Fig. 1: placement by cell class
Drawn at 8 px/micron. Fill, decap, tap and diode cells in gray.
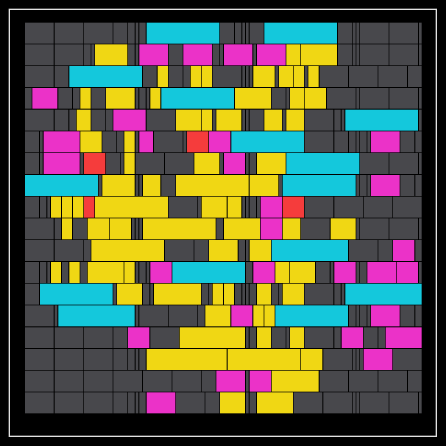
Fig. 2: clock nets
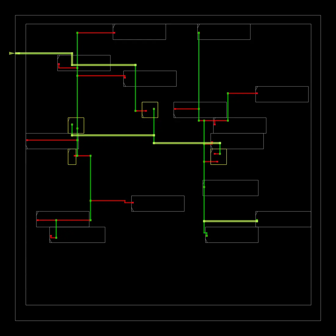
Fig. 3: clock distribution
Drawn at 10 px/micron.
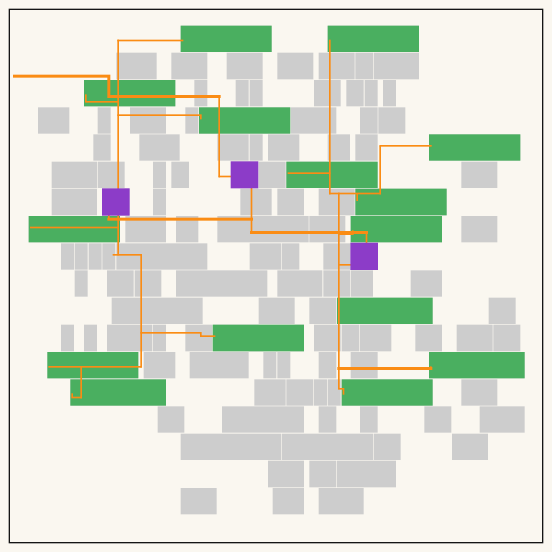
Fig. 4: the metal 2 layer
Drawn at 10 px/micron.
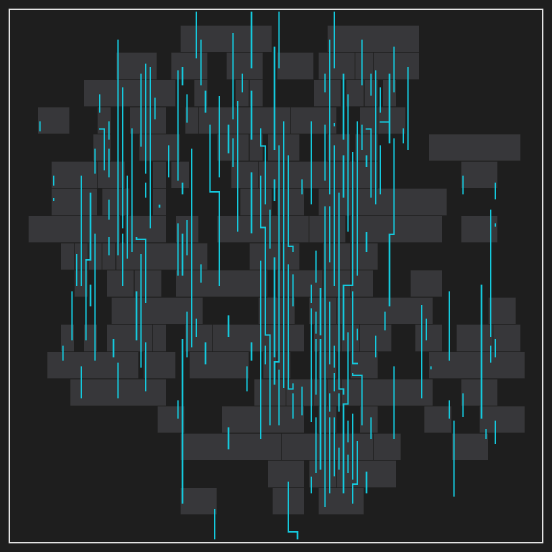
Fig. 5: nets reached from selected ports
Drawn at 8 px/micron.
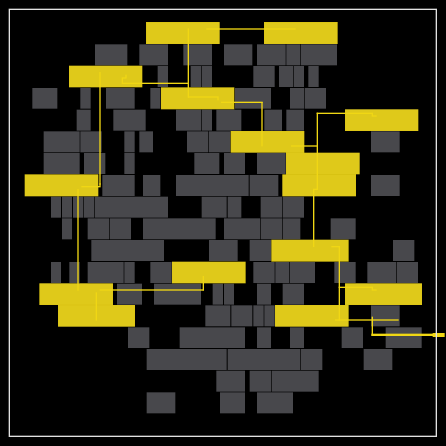
Design floor_tracker_flat, sky130hd; sources not shown.
==> impl_metrics.toml <==
# implementation run metrics
[run_status]
status = "finished clean"

[power_and_ir_drop]
powerSeq_uw = 622
ir_drop_mv = 1.14

[synthesis]
ys_sh_aoi_pct = 13.6
ff_type = "dfrtp_1"
synth.area.top_cells = "dfrtp_1, ha_1, nand2_1"
synthCells = 87
yosysWarningCount = 0
simple_gate_share_pct = 18.4

[global_route]
grt_pass1_wl_microns = 3310
grt_use_total_pct = 16.6

[cells_and_area]
nMultiInputCombCells = 67
n_antenna_cell = 0

[worst_setup_path]
cp_top_family = "buffers and inverters"
critPathBufInv = 3
slowest_stage = "clkdlybuf4s50_1"
slowest_delay_ps = 450

[detailed_routing]
met2_length_microns = 1000
first_pass_iters = 4

[flow_run]
drv_cap = 0

[floorplan]
die_w_microns = 53.2

[final_timing]
finalCriticalPeriod_ps = 1790

[place]
dp_slack_ps = -471
-- Fig. 1 (at the start) --
legend:
  cyan:
    class: flops
    cells: 15
  yellow:
    class: combinational and other logic
    cells: 71
  red:
    class: clock drivers and dummy loads
    cells: 4
  magenta:
    class: other buffers and delay cells
    cells: 30
Core Rows: 18
core box area: 2430 sq um

-- Fig. 2 (at the start) --
seq_cells: 15
clock latency on the worst-skew pair: 290 ps

-- Fig. 3 (at the start) --
legend:
  green:
    item: flip-flops
    count: 15
  orange:
    item: clock wires
    length: 222 microns
  purple:
    item: clock drivers
    count: 3
flops lie: all over the die
routed clock nets: 4
clock share of power: 8.2%
worst clock skew: 3.20 ps
Clk. pwr: 202 uW

-- Fig. 4 (at the start) --
longest straight run: 29.9 microns
nets with wire on the layer: 116
wire length on this layer: 1000 microns
main direction: vertical
share of all routed wire: 48%
via count of the routed design: 767
total wire length: 2090 microns
M2 GR Usage: 26.1%

-- Fig. 5 (at the start) --
legend:
  yellow:
    port: clear
    direction: input
    edge: right
    end_cells: 15
    buffers: 1
    wire: 152 microns
IO Count: 16
port bufs: 15

Power is estimated from default activity; no workload was simulated.
